--- src/rtl/robo_pkg.sv ---
// robo_pkg: shared definitions for the collector robot (controller, executor,
// sensor model). Holds the heading encoding, the executor FSM state enum,
// coordinate/counter widths and small helper functions.
package robo_pkg;

  localparam int COORD_W = 5;  // row/column width
  localparam int CNT_W   = 8;  // move/collect counter width

  // Heading encoding: N=00 S=01 L(east)=10 O(west)=11
  typedef enum logic [1:0] {
    HEAD_N = 2'b00,
    HEAD_S = 2'b01,
    HEAD_L = 2'b10,
    HEAD_O = 2'b11
  } heading_t;

  typedef enum logic [2:0] {
    ST_IDLE   = 3'd0,
    ST_MOVE   = 3'd1,
    ST_ROTATE = 3'd2,
    ST_GRAB   = 3'd3,
    ST_FINISH = 3'd4
  } state_t;

  // Rotate 90 degrees counter-clockwise: N->O->S->L->N
  function automatic heading_t turn_left(input heading_t h);
    heading_t r;
    case (h)
      HEAD_N:  r = HEAD_O;
      HEAD_O:  r = HEAD_S;
      HEAD_S:  r = HEAD_L;
      default: r = HEAD_N;
    endcase
    return r;
  endfunction

  // Counter increment that holds at all-ones instead of wrapping
  function automatic logic [CNT_W-1:0] sat_inc(input logic [CNT_W-1:0] v);
    return (v == {CNT_W{1'b1}}) ? v : v + 1'b1;
  endfunction

endpackage

--- src/rtl/robo_executor_if.sv ---
// robo_executor_if: command/status bundle between the robot controller
// (master) and the actuation executor (slave).
//
// Handshake: the executor samples advance/turn/collect on a rising edge only
// while busy=0. Once a command is taken busy stays high for the whole
// command including its one-cycle done pulse; commands presented while
// busy=1 are dropped, never queued. Pose and counters are valid while done=1
// and throughout idle.
interface robo_executor_if;
  import robo_pkg::*;

  logic                advance;
  logic                turn;
  logic                collect;
  logic                motor_fwd;
  logic                motor_rot;
  logic                claw;
  logic                busy;
  logic                done;
  logic [COORD_W-1:0]  linha;
  logic [COORD_W-1:0]  coluna;
  logic [1:0]          orientacao;
  logic [CNT_W-1:0]    qtd_movimentos;
  logic [CNT_W-1:0]    qtd_coletas;
  logic                fora_mapa;

  modport master (
    output advance, turn, collect,
    input  motor_fwd, motor_rot, claw, busy, done,
    input  linha, coluna, orientacao, qtd_movimentos, qtd_coletas, fora_mapa
  );

  modport slave (
    input  advance, turn, collect,
    output motor_fwd, motor_rot, claw, busy, done,
    output linha, coluna, orientacao, qtd_movimentos, qtd_coletas, fora_mapa
  );

endinterface

--- src/rtl/robo_pose.sv ---
// robo_pose: robot pose register (row, column, heading) with map boundary
// check.
// Ports:
//   clock, reset      : system clock, async active-low reset
//   step              : one-cycle strobe, apply the command below
//   step_turn         : 1 = rotate left, 0 = advance one cell
//   row, col, head    : registered pose
//   adv_blocked       : an advance from the current pose would leave the map
module robo_pose
  import robo_pkg::*;
#(
  parameter int ROWS      = 20,
  parameter int COLS      = 20,
  parameter int START_ROW = 4,
  parameter int START_COL = 3
) (
  input  logic               clock,
  input  logic               reset,
  input  logic               step,
  input  logic               step_turn,
  output logic [COORD_W-1:0] row,
  output logic [COORD_W-1:0] col,
  output heading_t           head,
  output logic               adv_blocked
);

  // Blocked when the target cell would be <1 or beyond the map edge
  always_comb begin
    adv_blocked = 1'b0;
    case (head)
      HEAD_N:  adv_blocked = (row <= COORD_W'(1));
      HEAD_S:  adv_blocked = (row >= COORD_W'(ROWS));
      HEAD_L:  adv_blocked = (col >= COORD_W'(COLS));
      default: adv_blocked = (col <= COORD_W'(1));
    endcase
  end

  always_ff @(posedge clock or negedge reset) begin
    if (!reset) begin
      row  <= COORD_W'(START_ROW);
      col  <= COORD_W'(START_COL);
      head <= HEAD_N;
    end else if (step) begin
      if (step_turn) begin
        head <= turn_left(head);
      end else if (!adv_blocked) begin
        case (head)
          HEAD_N:  row <= row - 1'b1;
          HEAD_S:  row <= row + 1'b1;
          HEAD_L:  col <= col + 1'b1;
          default: col <= col - 1'b1;
        endcase
      end
    end
  end

endmodule

--- src/rtl/robo_executor.sv ---
// robo_executor: actuation stage of the collector robot. Takes one
// advance/turn/collect decision at a time, drives the matching actuator for
// a fixed number of cycles, then emits a one-cycle done pulse with the pose
// and counters already updated.
// Ports:
//   clock, reset : system clock, async active-low reset
//   bus          : command/status bundle (slave side)
//   dbg_state    : current FSM state
module robo_executor
  import robo_pkg::*;
#(
  parameter int MOVE_CYCLES    = 4,
  parameter int TURN_CYCLES    = 2,
  parameter int COLLECT_CYCLES = 3,
  parameter int ROWS           = 20,
  parameter int COLS           = 20,
  parameter int START_ROW      = 4,
  parameter int START_COL      = 3
) (
  input  logic           clock,
  input  logic           reset,
  robo_executor_if.slave bus,
  output state_t         dbg_state
);

  localparam int CW = 16;

  state_t              state;
  logic [CW-1:0]       cnt;
  logic                at_end;
  logic                motor_fwd_q, motor_rot_q, claw_q, busy_q, done_q;
  logic [CNT_W-1:0]    mov_q, col_q;
  logic                off_q;
  logic                step, step_turn, adv_blocked;
  logic [COORD_W-1:0]  row, col;
  heading_t            head;

  // Last actuator cycle of the current command
  always_comb begin
    at_end = 1'b0;
    case (state)
      ST_MOVE:   at_end = (cnt == CW'(MOVE_CYCLES - 1));
      ST_ROTATE: at_end = (cnt == CW'(TURN_CYCLES - 1));
      ST_GRAB:   at_end = (cnt == CW'(COLLECT_CYCLES - 1));
      default:   at_end = 1'b0;
    endcase
  end

  // Pose moves on the same edge that enters FINISH
  assign step      = at_end && ((state == ST_MOVE) || (state == ST_ROTATE));
  assign step_turn = (state == ST_ROTATE);

  robo_pose #(
    .ROWS      (ROWS),
    .COLS      (COLS),
    .START_ROW (START_ROW),
    .START_COL (START_COL)
  ) u_pose (
    .clock       (clock),
    .reset       (reset),
    .step        (step),
    .step_turn   (step_turn),
    .row         (row),
    .col         (col),
    .head        (head),
    .adv_blocked (adv_blocked)
  );

  always_ff @(posedge clock or negedge reset) begin
    if (!reset) begin
      state       <= ST_IDLE;
      cnt         <= '0;
      motor_fwd_q <= 1'b0;
      motor_rot_q <= 1'b0;
      claw_q      <= 1'b0;
      busy_q      <= 1'b0;
      done_q      <= 1'b0;
      mov_q       <= '0;
      col_q       <= '0;
      off_q       <= 1'b0;
    end else begin
      case (state)
        ST_IDLE: begin
          cnt <= '0;
          // collect > advance > turn
          if (bus.collect) begin
            state  <= ST_GRAB;
            claw_q <= 1'b1;
            busy_q <= 1'b1;
          end else if (bus.advance) begin
            state       <= ST_MOVE;
            motor_fwd_q <= 1'b1;
            busy_q      <= 1'b1;
          end else if (bus.turn) begin
            state       <= ST_ROTATE;
            motor_rot_q <= 1'b1;
            busy_q      <= 1'b1;
          end
        end
        ST_MOVE, ST_ROTATE, ST_GRAB: begin
          if (at_end) begin
            state       <= ST_FINISH;
            cnt         <= '0;
            motor_fwd_q <= 1'b0;
            motor_rot_q <= 1'b0;
            claw_q      <= 1'b0;
            done_q      <= 1'b1;
            case (state)
              ST_MOVE: begin
                if (adv_blocked) off_q <= 1'b1;
                else             mov_q <= sat_inc(mov_q);
              end
              ST_ROTATE: mov_q <= sat_inc(mov_q);
              default:   col_q <= sat_inc(col_q);
            endcase
          end else begin
            cnt <= cnt + 1'b1;
          end
        end
        ST_FINISH: begin
          state  <= ST_IDLE;
          done_q <= 1'b0;
          busy_q <= 1'b0;
        end
        default: begin
          state       <= ST_IDLE;
          motor_fwd_q <= 1'b0;
          motor_rot_q <= 1'b0;
          claw_q      <= 1'b0;
          busy_q      <= 1'b0;
          done_q      <= 1'b0;
        end
      endcase
    end
  end

  assign bus.motor_fwd      = motor_fwd_q;
  assign bus.motor_rot      = motor_rot_q;
  assign bus.claw           = claw_q;
  assign bus.busy           = busy_q;
  assign bus.done           = done_q;
  assign bus.linha          = row;
  assign bus.coluna         = col;
  assign bus.orientacao     = head;
  assign bus.qtd_movimentos = mov_q;
  assign bus.qtd_coletas    = col_q;
  assign bus.fora_mapa      = off_q;
  assign dbg_state          = state;

endmodule

--- src/flat_wrapper.sv ---
// flat-port wrapper written by rule: the top's interface ports become plain ports
module robo_executor_flat import robo_pkg::*;
#(
  parameter int MOVE_CYCLES    = 4,
  parameter int TURN_CYCLES    = 2,
  parameter int COLLECT_CYCLES = 3,
  parameter int ROWS           = 20,
  parameter int COLS           = 20,
  parameter int START_ROW      = 4,
  parameter int START_COL      = 3
)
  (clock, reset, dbg_state, bus_advance, bus_turn, bus_collect, bus_motor_fwd, bus_motor_rot, bus_claw, bus_busy, bus_done, bus_linha, bus_coluna, bus_orientacao, bus_qtd_movimentos, bus_qtd_coletas, bus_fora_mapa);
  robo_executor_if bus_i ();
  input  logic clock;
  input  logic reset;
  output state_t dbg_state;
  input wire logic [$bits(bus_i.advance)-1:0] bus_advance;
  input wire logic [$bits(bus_i.turn)-1:0] bus_turn;
  input wire logic [$bits(bus_i.collect)-1:0] bus_collect;
  output wire logic [$bits(bus_i.motor_fwd)-1:0] bus_motor_fwd;
  output wire logic [$bits(bus_i.motor_rot)-1:0] bus_motor_rot;
  output wire logic [$bits(bus_i.claw)-1:0] bus_claw;
  output wire logic [$bits(bus_i.busy)-1:0] bus_busy;
  output wire logic [$bits(bus_i.done)-1:0] bus_done;
  output wire logic [$bits(bus_i.linha)-1:0] bus_linha;
  output wire logic [$bits(bus_i.coluna)-1:0] bus_coluna;
  output wire logic [$bits(bus_i.orientacao)-1:0] bus_orientacao;
  output wire logic [$bits(bus_i.qtd_movimentos)-1:0] bus_qtd_movimentos;
  output wire logic [$bits(bus_i.qtd_coletas)-1:0] bus_qtd_coletas;
  output wire logic [$bits(bus_i.fora_mapa)-1:0] bus_fora_mapa;
  assign bus_i.advance = bus_advance;
  assign bus_i.turn = bus_turn;
  assign bus_i.collect = bus_collect;
  assign bus_motor_fwd = bus_i.motor_fwd;
  assign bus_motor_rot = bus_i.motor_rot;
  assign bus_claw = bus_i.claw;
  assign bus_busy = bus_i.busy;
  assign bus_done = bus_i.done;
  assign bus_linha = bus_i.linha;
  assign bus_coluna = bus_i.coluna;
  assign bus_orientacao = bus_i.orientacao;
  assign bus_qtd_movimentos = bus_i.qtd_movimentos;
  assign bus_qtd_coletas = bus_i.qtd_coletas;
  assign bus_fora_mapa = bus_i.fora_mapa;
  robo_executor #(.MOVE_CYCLES(MOVE_CYCLES), .TURN_CYCLES(TURN_CYCLES), .COLLECT_CYCLES(COLLECT_CYCLES), .ROWS(ROWS), .COLS(COLS), .START_ROW(START_ROW), .START_COL(START_COL)) u_core (.clock(clock), .reset(reset), .bus(bus_i), .dbg_state(dbg_state));
endmodule
--- config.mk ---
export PLATFORM = sky130hd
export DESIGN_NAME = robo_executor_flat
export DESIGN_NICKNAME = d
export VERILOG_FILES = /design/src/rtl/robo_pkg.sv /design/src/rtl/robo_executor_if.sv /design/src/rtl/robo_pose.sv /design/src/rtl/robo_executor.sv /design/src/flat_wrapper.sv
export SDC_FILE = /design/constraint.sdc
export NUM_CORES = 1
export LEC_CHECK = 0
export CAP_MARGIN = 20
export CORE_ASPECT_RATIO = 0.8
export CORE_UTILIZATION = 45
export DETAILED_ROUTE_END_ITERATION = 10
export GPL_TIMING_DRIVEN = 0
export PLACE_DENSITY = 0.68
export REMOVE_ABC_BUFFERS = 1
export SETUP_SLACK_MARGIN = 0.1
export SYNTH_ARGS = -nofsm -noshare
export SYNTH_HDL_FRONTEND = slang
export SYNTH_SLANG_ARGS = --single-unit
--- constraint.sdc ---
create_clock -name clock -period 2.38 [get_ports clock]
set_input_delay 0.357 -clock clock [delete_from_list [all_inputs] [get_ports clock]]
set_output_delay 0.357 -clock clock [all_outputs]
set_load 0.05 [all_outputs]
final_clocks.png
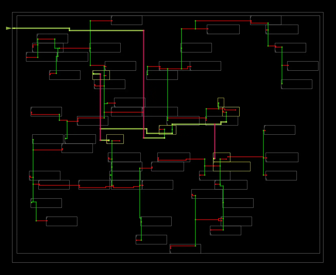
clk_lat worst skew: 0.30 ns
number of buffers added by the clock tree synthesis step: 5

met3.png
Drawn at 4 px/um.
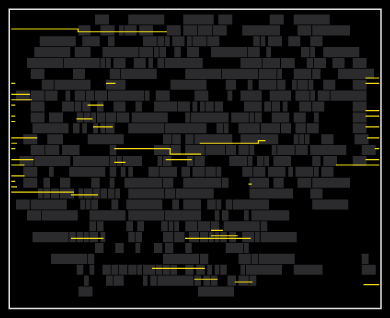
- main direction: horizontal
- wire length on this layer: 249 um
- nets with wire on the layer: 38
- longest straight run: 22.1 um

clock_map.png
Drawn at 4 px/um.
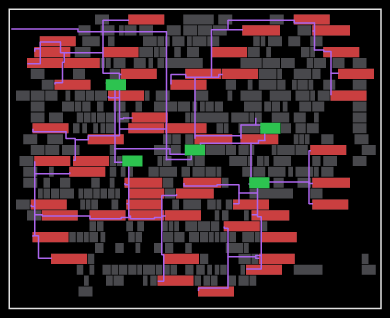
- green: cells driving clock nets (count 5)
- red: flip-flops (count 53)
- purple: clock wires (length 653 um)
- routed clock nets: 6

port_nets.png
Drawn at 4 px/um.
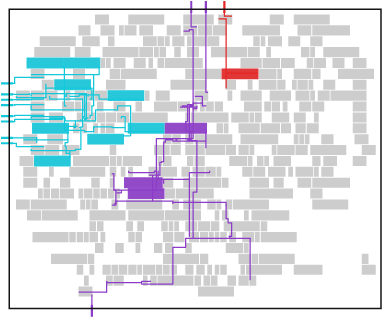
- purple: dbg_state (bits 3; direction output; edge 2 top, 1 bottom; end cells 3; buffers 4; wire 356 um)
- cyan: bus_qtd_movimentos (bits 8; direction output; edge left; end cells 8; buffers 8; wire 340 um)
- red: bus_fora_mapa (bits 1; direction output; edge top; end cells 1; buffers 1; wire 30.1 um)

cell_classes.png
Drawn at 3 px/um.
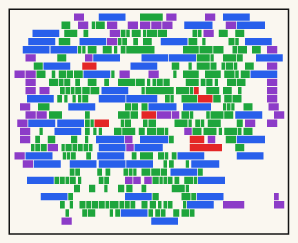
- red: clock drivers and dummy loads (cells 7; share of their area 2.9%)
- blue: flip-flops (cells 53; share of their area 37%)
- green: all other logic (cells 244; share of their area 45%)
- purple: other buffers and delay cells (cells 53; share of their area 14%)

==> results_dict.tcl <==
# implementation run metrics
set metrics [dict create \
    comb_cell_power_mw 2.63 \
    status "finished clean" \
    power_frac_clock 0.128 \
    simple_gate_area_frac 0.215 \
    post_cts.repair.setup_buffers 4 \
    yosys.area.top_type_share 0.424 \
    cp_cell_sequence "ha_1 -> o21ba_2 -> o221ai_2 -> nand2_2 -> o2111ai_4 -> buf_4 -> or4_1 -> xnor2_1" \
    netlist.top_cell.by_instances "dfrtp_1" \
    drt_pre_antenna_iters 4 \
    totalNegativeSetupSlack_ns 0 \
    kind_of_start_point_of_the_critical_path "flip-flop" \
    detailedPlacementHpwl_um 4220 \
    grt_util_met3 0.0399 \
    hold_path_class "in -> async" \
    critical_path.startpoint "u_core.u_pose.row[0]" \
    vias_in_the_first_global_route 2092 \
    worst-endpoint-required_ns 2.58 \
    num_antenna_cells 0 \
    pin_count_of_the_biggest_net_entering_global_routing 40 \
    postLayoutSetupSlackWorst_ns 0.188 \
    worstMarginPinSlew_ns 0.584 \
    cts_resized 7 \
    worst_setup_hold_path_clk_slew_ns 0.09 \
    drive_above_1_share 0.146 \
    total_power_mw 4.64 \
    setup_viol 0 \
    synth.yosys.seq_area_share 0.450 \
    ys_top_logic_family "simple AND/OR/NAND/NOR gates" \
    gate_family_responsible_for_the_most_delay_along_the_worst_path "simple AND/OR/NAND/NOR gates" \
    reg2reg_setup_slack_ns 0.19 \
    place_ws_ns -0.133 \
    per_instance_average_area_after_synthesis_um2 9.59 \
    mux_share 0.0110 \
    clock_sinks 53 \
    die_x_um 92.6 \
    clock_power_mw 0.594 \
    seq_power_share 0.306 \
    inverters 14 \
    asyncSetResetFlopFracSynth 1.00 \
    met3_wirelength_um 249 \
    signal_buffer_area_fraction 0.140 \
    cts_root_buf "clkbuf_8" \
    crit_cells 8 \
    routedWlPerCell_um 14.1 \
    grt_use_total 0.186 \
    fill_cell_instance_count_of_the_final_layout 563 \
    ys.flop_type "dfrtp_1" \
    total_length_of_routed_met2_wires_um 2730 \
    antenna_violating_nets_post_route 0 \
    drt_drc_violations_left 0 \
    synthAoiAreaFrac 0.142 \
    critPathCaptureType "flip-flop" \
    largest_area_cell "dfrtp_1" \
    power.net_switching_mw 2.23 \
    maxSlewHeadroom 0.610 \
    post_synth_main_area_contributors "dfrtp_1, ha_1, o21ai_0" \
    via_count 2372 \
    reg2reg_to "u_core.bus.qtd_movimentos[5]" \
    global_route_track_usage_on_met1 0.274 \
    worstPathBufferInverterCount 1 \
    routed_wirelength_um 6200 \
    combinational_power_share 0.567 \
    dominant-cell-class "multi-input combinational cells" \
    floorplan.io_pins 42 \
    crit_slowest_cell "or4_1" \
]
## per-stage QoR
step           cell area (um^2)   util
3_3_place_gp               3430  0.537
4_1_cts                    3610  0.566
6_report                   3690  0.579
5_1_grt                    3690  0.579
3_5_place_dp               3440  0.540
2_1_floorplan              2910      -
## registers in the layout, summed over array words and instances (netlist names)
register                   flops
u_core.bus.claw                1
u_core.bus.qtd_movimentos      8
u_core.bus.fora_mapa           1
u_core.bus.done                1
u_core.bus.motor_rot           1
u_core.u_pose.head             2
u_core.u_pose.row              5
u_core.bus.qtd_coletas         8
u_core.cnt                    16
u_core.bus.motor_fwd           1
u_core.dbg_state               3
u_core.u_pose.col              5
u_core.bus.busy                1
